## src/rtl/conn_ctl_requester_if.sv

```systemverilog
// Shared types for the connection-control path and the requester's bundled port.
// The master modport is the requester side; slave is the CPU/manager environment.
package conn_ctl_pkg;
    typedef logic [31:0] IPv4;
    typedef logic [15:0] Port;
    typedef logic [7:0]  FlowId;

    typedef enum logic [2:0] {
        cOK,
        cIdWrong,
        cAlreadyOpen,
        cNotOpen,
        cNoResources
    } ErrStatus;

    typedef struct packed {
        logic        enable;
        logic        open;
        logic [31:0] conn_id;
        IPv4         dest_ip;
        Port         dest_port;
        FlowId       client_flow_id;
    } ConnectionControlIf;

    typedef struct packed {
        logic        valid;
        logic [31:0] conn_id;
        ErrStatus    error_status;
    } ConnSetupStatus;
endpackage

interface conn_ctl_requester_if;
    logic                            cmd_valid;
    logic                            cmd_ready;
    logic                            cmd_open;
    logic [31:0]                     cmd_conn_id;
    conn_ctl_pkg::IPv4               cmd_dest_ip;
    conn_ctl_pkg::Port               cmd_dest_port;
    conn_ctl_pkg::FlowId             cmd_client_flow_id;
    logic                            cm_initialized;
    conn_ctl_pkg::ConnectionControlIf c_ctl_out;
    conn_ctl_pkg::ConnSetupStatus    c_ctl_status_in;
    logic                            resp_valid;
    logic                            resp_ready;
    logic [31:0]                     resp_conn_id;
    conn_ctl_pkg::ErrStatus          resp_error;
    logic                            resp_timeout;
    logic [15:0]                     stat_timeouts;
    logic [15:0]                     stat_stray;

    modport master (
        input  cmd_valid, cmd_open, cmd_conn_id, cmd_dest_ip, cmd_dest_port, cmd_client_flow_id,
        input  cm_initialized, c_ctl_status_in, resp_ready,
        output cmd_ready, c_ctl_out, resp_valid, resp_conn_id, resp_error, resp_timeout,
        output stat_timeouts, stat_stray
    );

    modport slave (
        output cmd_valid, cmd_open, cmd_conn_id, cmd_dest_ip, cmd_dest_port, cmd_client_flow_id,
        output cm_initialized, c_ctl_status_in, resp_ready,
        input  cmd_ready, c_ctl_out, resp_valid, resp_conn_id, resp_error, resp_timeout,
        input  stat_timeouts, stat_stray
    );
endinterface

```

## src/rtl/conn_ctl_requester.sv

```systemverilog
// Connection-control requester: queues open/close commands, issues them one at a time to the
// connection manager and returns one response per command (status reply or timeout).
module conn_ctl_requester
    import conn_ctl_pkg::*;
#(
    parameter int NIC_ID          = 0,
    parameter int QUEUE_DEPTH_LOG = 2,
    parameter int TIMEOUT_CYCLES  = 64
) (
    input  logic                 clk,
    input  logic                 reset,
    conn_ctl_requester_if.master bus
);
    localparam int                Depth     = 2 ** QUEUE_DEPTH_LOG;
    localparam int                TimerW    = $clog2(TIMEOUT_CYCLES);
    localparam logic [TimerW-1:0] TimerLast = TimerW'(TIMEOUT_CYCLES - 1);

    typedef struct packed {
        logic        open;
        logic [31:0] conn_id;
        IPv4         dest_ip;
        Port         dest_port;
        FlowId       client_flow_id;
    } cmd_t;

    typedef enum logic [1:0] {sIdle, sIssue, sWait, sResp} state_e;

    cmd_t                     fifo_q [Depth];
    logic [QUEUE_DEPTH_LOG:0] wr_ptr_q, wr_ptr_d, rd_ptr_q, rd_ptr_d;
    logic                     full, empty, push, pop;
    cmd_t                     cmd_in, head;

    state_e             state_q, state_d;
    ConnectionControlIf ctl_q, ctl_d;
    logic [TimerW-1:0]  timer_q, timer_d;
    logic               resp_valid_q, resp_valid_d;
    logic [31:0]        resp_id_q, resp_id_d;
    ErrStatus           resp_err_q, resp_err_d;
    logic               resp_to_q, resp_to_d;
    logic [15:0]        stat_to_q, stat_to_d, stat_stray_q, stat_stray_d;
    logic               st_match;

    assign empty  = (wr_ptr_q == rd_ptr_q);
    assign full   = (wr_ptr_q[QUEUE_DEPTH_LOG] != rd_ptr_q[QUEUE_DEPTH_LOG]) &&
                    (wr_ptr_q[QUEUE_DEPTH_LOG-1:0] == rd_ptr_q[QUEUE_DEPTH_LOG-1:0]);
    assign push   = bus.cmd_valid && !full;
    assign head   = fifo_q[rd_ptr_q[QUEUE_DEPTH_LOG-1:0]];
    assign cmd_in = '{open: bus.cmd_open, conn_id: bus.cmd_conn_id, dest_ip: bus.cmd_dest_ip,
                      dest_port: bus.cmd_dest_port, client_flow_id: bus.cmd_client_flow_id};

    assign wr_ptr_d = push ? wr_ptr_q + 1'b1 : wr_ptr_q;
    assign rd_ptr_d = pop  ? rd_ptr_q + 1'b1 : rd_ptr_q;

    // Storage needs no reset; the pointers define what is valid.
    always_ff @(posedge clk) begin
        if (push) fifo_q[wr_ptr_q[QUEUE_DEPTH_LOG-1:0]] <= cmd_in;
    end

    assign st_match = bus.c_ctl_status_in.valid && (bus.c_ctl_status_in.conn_id == ctl_q.conn_id);

    always_comb begin
        state_d      = state_q;
        ctl_d        = ctl_q;
        timer_d      = timer_q;
        resp_valid_d = resp_valid_q;
        resp_id_d    = resp_id_q;
        resp_err_d   = resp_err_q;
        resp_to_d    = resp_to_q;
        stat_to_d    = stat_to_q;
        stat_stray_d = stat_stray_q;
        pop          = 1'b0;
        unique case (state_q)
            sIdle: begin
                if (!empty && bus.cm_initialized) begin
                    pop     = 1'b1;
                    ctl_d   = '{enable: 1'b1, open: head.open, conn_id: head.conn_id,
                                dest_ip: head.dest_ip, dest_port: head.dest_port,
                                client_flow_id: head.client_flow_id};
                    timer_d = '0;
                    state_d = sIssue;
                end
            end
            sIssue: begin
                // Timer counts cycles since the enable cycle.
                ctl_d.enable = 1'b0;
                timer_d      = timer_q + TimerW'(1);
                state_d      = sWait;
            end
            sWait: begin
                if (st_match) begin
                    resp_valid_d = 1'b1;
                    resp_id_d    = ctl_q.conn_id;
                    resp_err_d   = bus.c_ctl_status_in.error_status;
                    resp_to_d    = 1'b0;
                    state_d      = sResp;
                end else begin
                    if (bus.c_ctl_status_in.valid && stat_stray_q != 16'hFFFF)
                        stat_stray_d = stat_stray_q + 16'd1;
                    if (timer_q == TimerLast) begin
                        resp_valid_d = 1'b1;
                        resp_id_d    = ctl_q.conn_id;
                        resp_err_d   = cOK;
                        resp_to_d    = 1'b1;
                        if (stat_to_q != 16'hFFFF) stat_to_d = stat_to_q + 16'd1;
                        state_d      = sResp;
                    end else begin
                        timer_d = timer_q + TimerW'(1);
                    end
                end
            end
            sResp: begin
                if (bus.resp_ready) begin
                    resp_valid_d = 1'b0;
                    ctl_d        = '0;
                    state_d      = sIdle;
                end
            end
            default: state_d = sIdle;
        endcase
    end

    always_ff @(posedge clk) begin
        if (reset) begin
            wr_ptr_q     <= '0;
            rd_ptr_q     <= '0;
            state_q      <= sIdle;
            ctl_q        <= '0;
            timer_q      <= '0;
            resp_valid_q <= 1'b0;
            resp_id_q    <= '0;
            resp_err_q   <= cOK;
            resp_to_q    <= 1'b0;
            stat_to_q    <= '0;
            stat_stray_q <= '0;
        end else begin
            wr_ptr_q     <= wr_ptr_d;
            rd_ptr_q     <= rd_ptr_d;
            state_q      <= state_d;
            ctl_q        <= ctl_d;
            timer_q      <= timer_d;
            resp_valid_q <= resp_valid_d;
            resp_id_q    <= resp_id_d;
            resp_err_q   <= resp_err_d;
            resp_to_q    <= resp_to_d;
            stat_to_q    <= stat_to_d;
            stat_stray_q <= stat_stray_d;
        end
    end

    assign bus.cmd_ready     = !full;
    assign bus.c_ctl_out     = ctl_q;
    assign bus.resp_valid    = resp_valid_q;
    assign bus.resp_conn_id  = resp_id_q;
    assign bus.resp_error    = resp_err_q;
    assign bus.resp_timeout  = resp_to_q;
    assign bus.stat_timeouts = stat_to_q;
    assign bus.stat_stray    = stat_stray_q;
endmodule

```

## src/flat_wrapper.sv

```systemverilog
// flat-port wrapper written by rule: the top's interface ports become plain ports
module conn_ctl_requester_flat import conn_ctl_pkg::*;
#(
    parameter int NIC_ID          = 0,
    parameter int QUEUE_DEPTH_LOG = 2,
    parameter int TIMEOUT_CYCLES  = 64
)
  (clk, reset, bus_cmd_valid, bus_cmd_open, bus_cmd_conn_id, bus_cmd_dest_ip, bus_cmd_dest_port, bus_cmd_client_flow_id, bus_cm_initialized, bus_c_ctl_status_in, bus_resp_ready, bus_cmd_ready, bus_c_ctl_out, bus_resp_valid, bus_resp_conn_id, bus_resp_error, bus_resp_timeout, bus_stat_timeouts, bus_stat_stray);
  conn_ctl_requester_if bus_i ();
  input  logic clk;
  input  logic reset;
  input wire logic [$bits(bus_i.cmd_valid)-1:0] bus_cmd_valid;
  input wire logic [$bits(bus_i.cmd_open)-1:0] bus_cmd_open;
  input wire logic [$bits(bus_i.cmd_conn_id)-1:0] bus_cmd_conn_id;
  input wire logic [$bits(bus_i.cmd_dest_ip)-1:0] bus_cmd_dest_ip;
  input wire logic [$bits(bus_i.cmd_dest_port)-1:0] bus_cmd_dest_port;
  input wire logic [$bits(bus_i.cmd_client_flow_id)-1:0] bus_cmd_client_flow_id;
  input wire logic [$bits(bus_i.cm_initialized)-1:0] bus_cm_initialized;
  input wire logic [$bits(bus_i.c_ctl_status_in)-1:0] bus_c_ctl_status_in;
  input wire logic [$bits(bus_i.resp_ready)-1:0] bus_resp_ready;
  output wire logic [$bits(bus_i.cmd_ready)-1:0] bus_cmd_ready;
  output wire logic [$bits(bus_i.c_ctl_out)-1:0] bus_c_ctl_out;
  output wire logic [$bits(bus_i.resp_valid)-1:0] bus_resp_valid;
  output wire logic [$bits(bus_i.resp_conn_id)-1:0] bus_resp_conn_id;
  output wire logic [$bits(bus_i.resp_error)-1:0] bus_resp_error;
  output wire logic [$bits(bus_i.resp_timeout)-1:0] bus_resp_timeout;
  output wire logic [$bits(bus_i.stat_timeouts)-1:0] bus_stat_timeouts;
  output wire logic [$bits(bus_i.stat_stray)-1:0] bus_stat_stray;
  assign bus_i.cmd_valid = bus_cmd_valid;
  assign bus_i.cmd_open = bus_cmd_open;
  assign bus_i.cmd_conn_id = bus_cmd_conn_id;
  assign bus_i.cmd_dest_ip = bus_cmd_dest_ip;
  assign bus_i.cmd_dest_port = bus_cmd_dest_port;
  assign bus_i.cmd_client_flow_id = bus_cmd_client_flow_id;
  assign bus_i.cm_initialized = bus_cm_initialized;
  assign bus_i.c_ctl_status_in = bus_c_ctl_status_in;
  assign bus_i.resp_ready = bus_resp_ready;
  assign bus_cmd_ready = bus_i.cmd_ready;
  assign bus_c_ctl_out = bus_i.c_ctl_out;
  assign bus_resp_valid = bus_i.resp_valid;
  assign bus_resp_conn_id = bus_i.resp_conn_id;
  assign bus_resp_error = bus_i.resp_error;
  assign bus_resp_timeout = bus_i.resp_timeout;
  assign bus_stat_timeouts = bus_i.stat_timeouts;
  assign bus_stat_stray = bus_i.stat_stray;
  conn_ctl_requester #(.NIC_ID(NIC_ID), .QUEUE_DEPTH_LOG(QUEUE_DEPTH_LOG), .TIMEOUT_CYCLES(TIMEOUT_CYCLES)) u_core (.clk(clk), .reset(reset), .bus(bus_i));
endmodule
```

## config.mk

```make
export PLATFORM = sky130hd
export DESIGN_NAME = conn_ctl_requester_flat
export DESIGN_NICKNAME = d
export VERILOG_FILES = /design/src/rtl/conn_ctl_requester_if.sv /design/src/rtl/conn_ctl_requester.sv /design/src/flat_wrapper.sv
export SDC_FILE = /design/constraint.sdc
export NUM_CORES = 1
export LEC_CHECK = 0
export ABC_AREA = 0
export CORE_ASPECT_RATIO = 0.75
export CORE_UTILIZATION = 38
export DETAILED_ROUTE_END_ITERATION = 7
export SLEW_MARGIN = 25
export SYNTH_ARGS = -nofsm -noshare
export SYNTH_HDL_FRONTEND = slang
export SYNTH_SLANG_ARGS = --single-unit
```

## constraint.sdc

```tcl
create_clock -name clk -period 4.6 [get_ports clk]
set_clock_uncertainty 0.15 [all_clocks]
set_input_delay 0.69 -clock clk [delete_from_list [all_inputs] [get_ports clk]]
set_output_delay 0.69 -clock clk [all_outputs]
set_load 0.005 [all_outputs]
```

Fig. 1: run 1, wires at chosen ports, followed through buffers
(1.5 px per um)
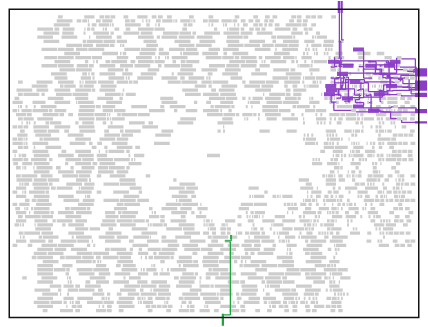
purple -> bus_stat_timeouts  # bits 16, direction output, edge 14 right, 2 top, end cells 16, buffers 16, wire 971 um
green -> bus_cmd_ready  # bits 1, direction output, edge bottom, end cells 1, buffers 1, wire 60.5 um

Fig. 2: run 1, routing congestion
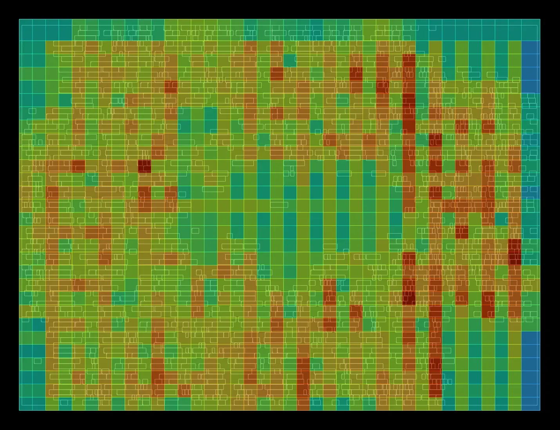
Total GRT Usage: 18.46%
routed length per instance: 21.18 um
M3 GR Usage: 4.488%
gr busiest metal: met2

Fig. 3: run 1, wire density map
(1.5 px per um) 27 x 20 tiles, from white (low) to dark blue (high), scaled to the fullest tile. Values are wire area over tile area, all layers added.
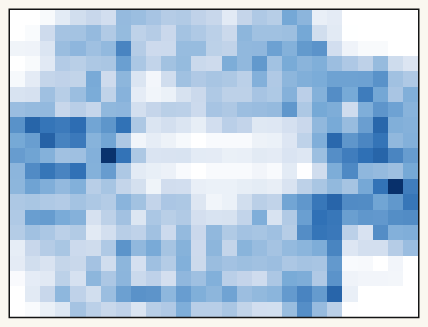
tiles over half the peak = 18%
fullest tile = 0.46
emptiest ninth of the die = middle
nearly empty tiles = 6.1%

==> impl_metrics.env, run 1 <==
# yosys + openroad results
export IMPL_status="finished, final reports clean"
export IMPL_seq_share_pct=54.12
export IMPL_p_int_mw=9.789
export IMPL_final_util_pct=49.11
export IMPL_fp_util_pct=38.86
export IMPL_sh_comb_area_pct=23.44
export IMPL_buf_share_pct=12.15
export IMPL_period_needed_ns=3.121
export IMPL_path_clk_slew_ns=0.06
export IMPL_die_y_um=204.4
export IMPL_start_kind="input port"
export IMPL_dp_slack_ns=0.8993
export IMPL_powerSeq_mw=6.13
export IMPL_logic_gate_count=780
export IMPL_rr_startpoint="u_core.bus.c_ctl_out[62]"
export IMPL_use_met2_pct=28.30
export IMPL_area_dominant_class="registers"
export IMPL_cts_root_buffer="clkbuf_16"
export IMPL_cp_required_ns=4.91
export IMPL_chip_area_um2=55590
export IMPL_leakage_nw=8.436
export IMPL_synthAoiAreaFrac_pct=5.182
export IMPL_cts_hold_buf=0
export IMPL_io_buffers=289
export IMPL_area_delta_synth_final_pct=26.36
export IMPL_core_um2=53430
export IMPL_reg2reg_to="u_core.bus.resp_conn_id[15]"
export IMPL_common_cells="edfxtp_1 (356), dfxtp_1 (175), a21oi_1 (138)"
export IMPL_ios=290
export IMPL_power_frac_seq_pct=44.5
export IMPL_clock_power_share_pct=31.1
export IMPL_worst_path_stages=8
export IMPL_switching_power_mw=4.000
export IMPL_hold_violations=0
export IMPL_tap_cells=712
export IMPL_rows=73
export IMPL_design_area_um2=26240
export IMPL_area_leaders="edfxtp_1 (51%), dfxtp_1 (17%), mux4_2 (9.7%), a21oi_1 (3.3%), nor3b_1 (3.3%)"
export IMPL_vias=12861
export IMPL_postCtsSetupBuffers=0
export IMPL_dp_cells=2357
export IMPL_switching_share_pct=29.01
export IMPL_ys_sh_simple_pct=10.95
export IMPL_crit_arrival_ns=3.43
export IMPL_max_vdd_ir_drop_v=0.0005306
export IMPL_yosys_area_top_type="edfxtp_1"
export IMPL_power_density_nw_per_um2=525.5
export IMPL_syn_inst=1419
export IMPL_yosysWarnings=0
export IMPL_muxShareOfSynthArea_pct=10.95
export IMPL_cp_slowest_stage_delay_ns=0.54
export IMPL_hold_ws_ns=0.3156
export IMPL_p_total_mw=13.79
export IMPL_n_antenna_cell=3
export IMPL_met3_length_mm=3.499
export IMPL_grt_first_pass_wirelength_mm=77.84
export IMPL_critPathBufInv=2
export IMPL_synthTopLogicFamily="multiplexers"
export IMPL_post_synth_top_count_cell="edfxtp_1"
export IMPL_min_path_cells=2
export IMPL_worst_slack_ns=1.479
export IMPL_fin_cells=2460
export IMPL_p_clk_mw=4.29
export IMPL_routabilityCongestion=0.8391
export IMPL_buffers_excl_clock=318
export IMPL_max_freq_mhz=320.4
export IMPL_htree_num_levels=2
export IMPL_final_cell_mix="edfxtp_1 (356), clkdlybuf4s50_1 (288), dfxtp_1 (173)"
export IMPL_regArea_um2=14200
export IMPL_clock_area_share_pct=6.638
Fig. 4: run 1, clock wires, drivers and flops
(1.5 px per um)
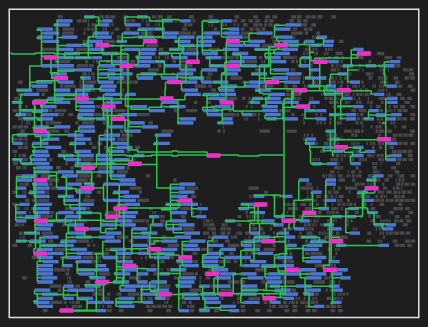

==> run 1 -> run 2 <==
Clock period 4.6 ns to 3 ns, I/O delays scaled along.
Fig. 5: run 2, clock wires, drivers and flops
(1.5 px per um)
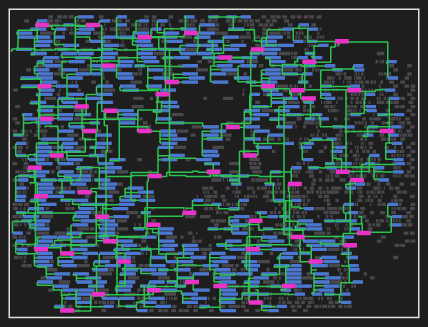
magenta -> clock-net drivers  # count 53
green -> clock wires  # length 6,700 um
blue -> flip-flops  # count 531
routed clock nets = 54

==> run 2 against run 1 <==
- combinational power up 71%
- register-to-register slack worse by 1.3 ns
- design area up 1.8%
- first-iteration DRC count rose by 11%
- wire length increased by 3.6%
- critical path depth down 1
- final cell count up 1.3%
- power grew 56%
- die size is the same
- highest routed layer unchanged
==> impl_metrics.env, run 2 <==
# yosys + openroad results
export IMPL_tap_cells=712
export IMPL_cp_required_ns=3.32
export IMPL_grt_first_pass_wirelength_mm=82.54
export IMPL_synthAoiAreaFrac_pct=5.182
export IMPL_sh_comb_area_pct=23.03
export IMPL_area_leaders="edfxtp_1 (51%), dfxtp_1 (17%), mux4_2 (9.7%), a21oi_1 (3.3%), nor3b_1 (3.3%)"
export IMPL_grt_usage_pct=19.64
export IMPL_status="finished, final reports clean"
export IMPL_reg2reg_to="u_core.bus.stat_timeouts[9]"
export IMPL_core_um2=53430
export IMPL_final_cell_mix="edfxtp_1 (356), clkdlybuf4s50_1 (288), dfxtp_1 (173)"
export IMPL_ys_sh_simple_pct=10.95
export IMPL_dp_slack_ns=-0.1223
export IMPL_muxShareOfSynthArea_pct=10.95
export IMPL_critPathBufInv=0
export IMPL_leakage_nw=8.665
export IMPL_p_int_mw=15.30
export IMPL_buf_share_pct=13.71
export IMPL_rr_startpoint="u_core.timer_q[0]"
export IMPL_path_clk_slew_ns=0.06
export IMPL_hold_violations=0
export IMPL_clock_power_share_pct=30.6
export IMPL_worst_path_stages=7
export IMPL_yosys_area_top_type="edfxtp_1"
export IMPL_power_frac_seq_pct=42.7
export IMPL_powerSeq_mw=9.22
export IMPL_htree_num_levels=2
export IMPL_syn_inst=1419
export IMPL_cts_hold_buf=0
export IMPL_use_met3_pct=4.652
export IMPL_logic_gate_count=780
export IMPL_area_dominant_class="registers"
export IMPL_routabilityCongestion=0.8391
export IMPL_min_path_cells=2
export IMPL_area_delta_synth_final_pct=28.62
export IMPL_synthTopLogicFamily="multiplexers"
export IMPL_final_util_pct=49.98
export IMPL_ios=290
export IMPL_rows=73
export IMPL_post_synth_top_count_cell="edfxtp_1"
export IMPL_switching_share_pct=29.04
export IMPL_cp_slowest_stage_delay_ns=0.50
export IMPL_insertion_delay_ns=0.60
export IMPL_grt_max_degree=64
export IMPL_seq_share_pct=53.17
export IMPL_hold_ws_ns=0.1213
export IMPL_max_freq_mhz=370.5
export IMPL_clock_area_share_pct=6.516
export IMPL_p_clk_mw=6.60
export IMPL_max_vdd_ir_drop_v=0.0004844
export IMPL_buffers_excl_clock=353
export IMPL_worst_slack_ns=0.3011
export IMPL_dp_cells=2392
export IMPL_n_antenna_cell=1
export IMPL_p_total_mw=21.56
export IMPL_vias=13085
export IMPL_chip_area_um2=55590
export IMPL_period_needed_ns=2.699
export IMPL_die_y_um=204.4
export IMPL_power_density_nw_per_um2=807.4
Fig. 6: run 2, routing congestion
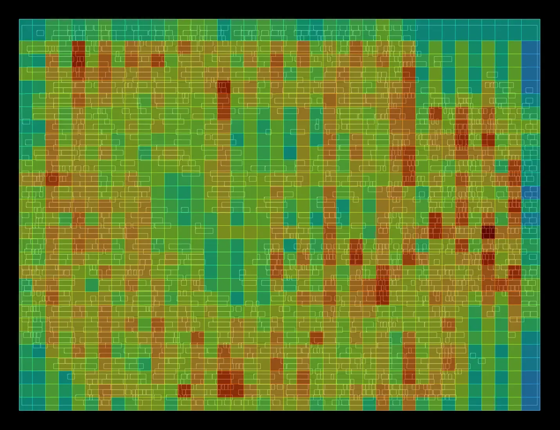
routed length per instance: 21.65 um
met2 Resource Use GR: 30.31%
met1 Usage GRT: 27.98%

Power figures rest on the tool's default switching activity, not on a simulated workload.
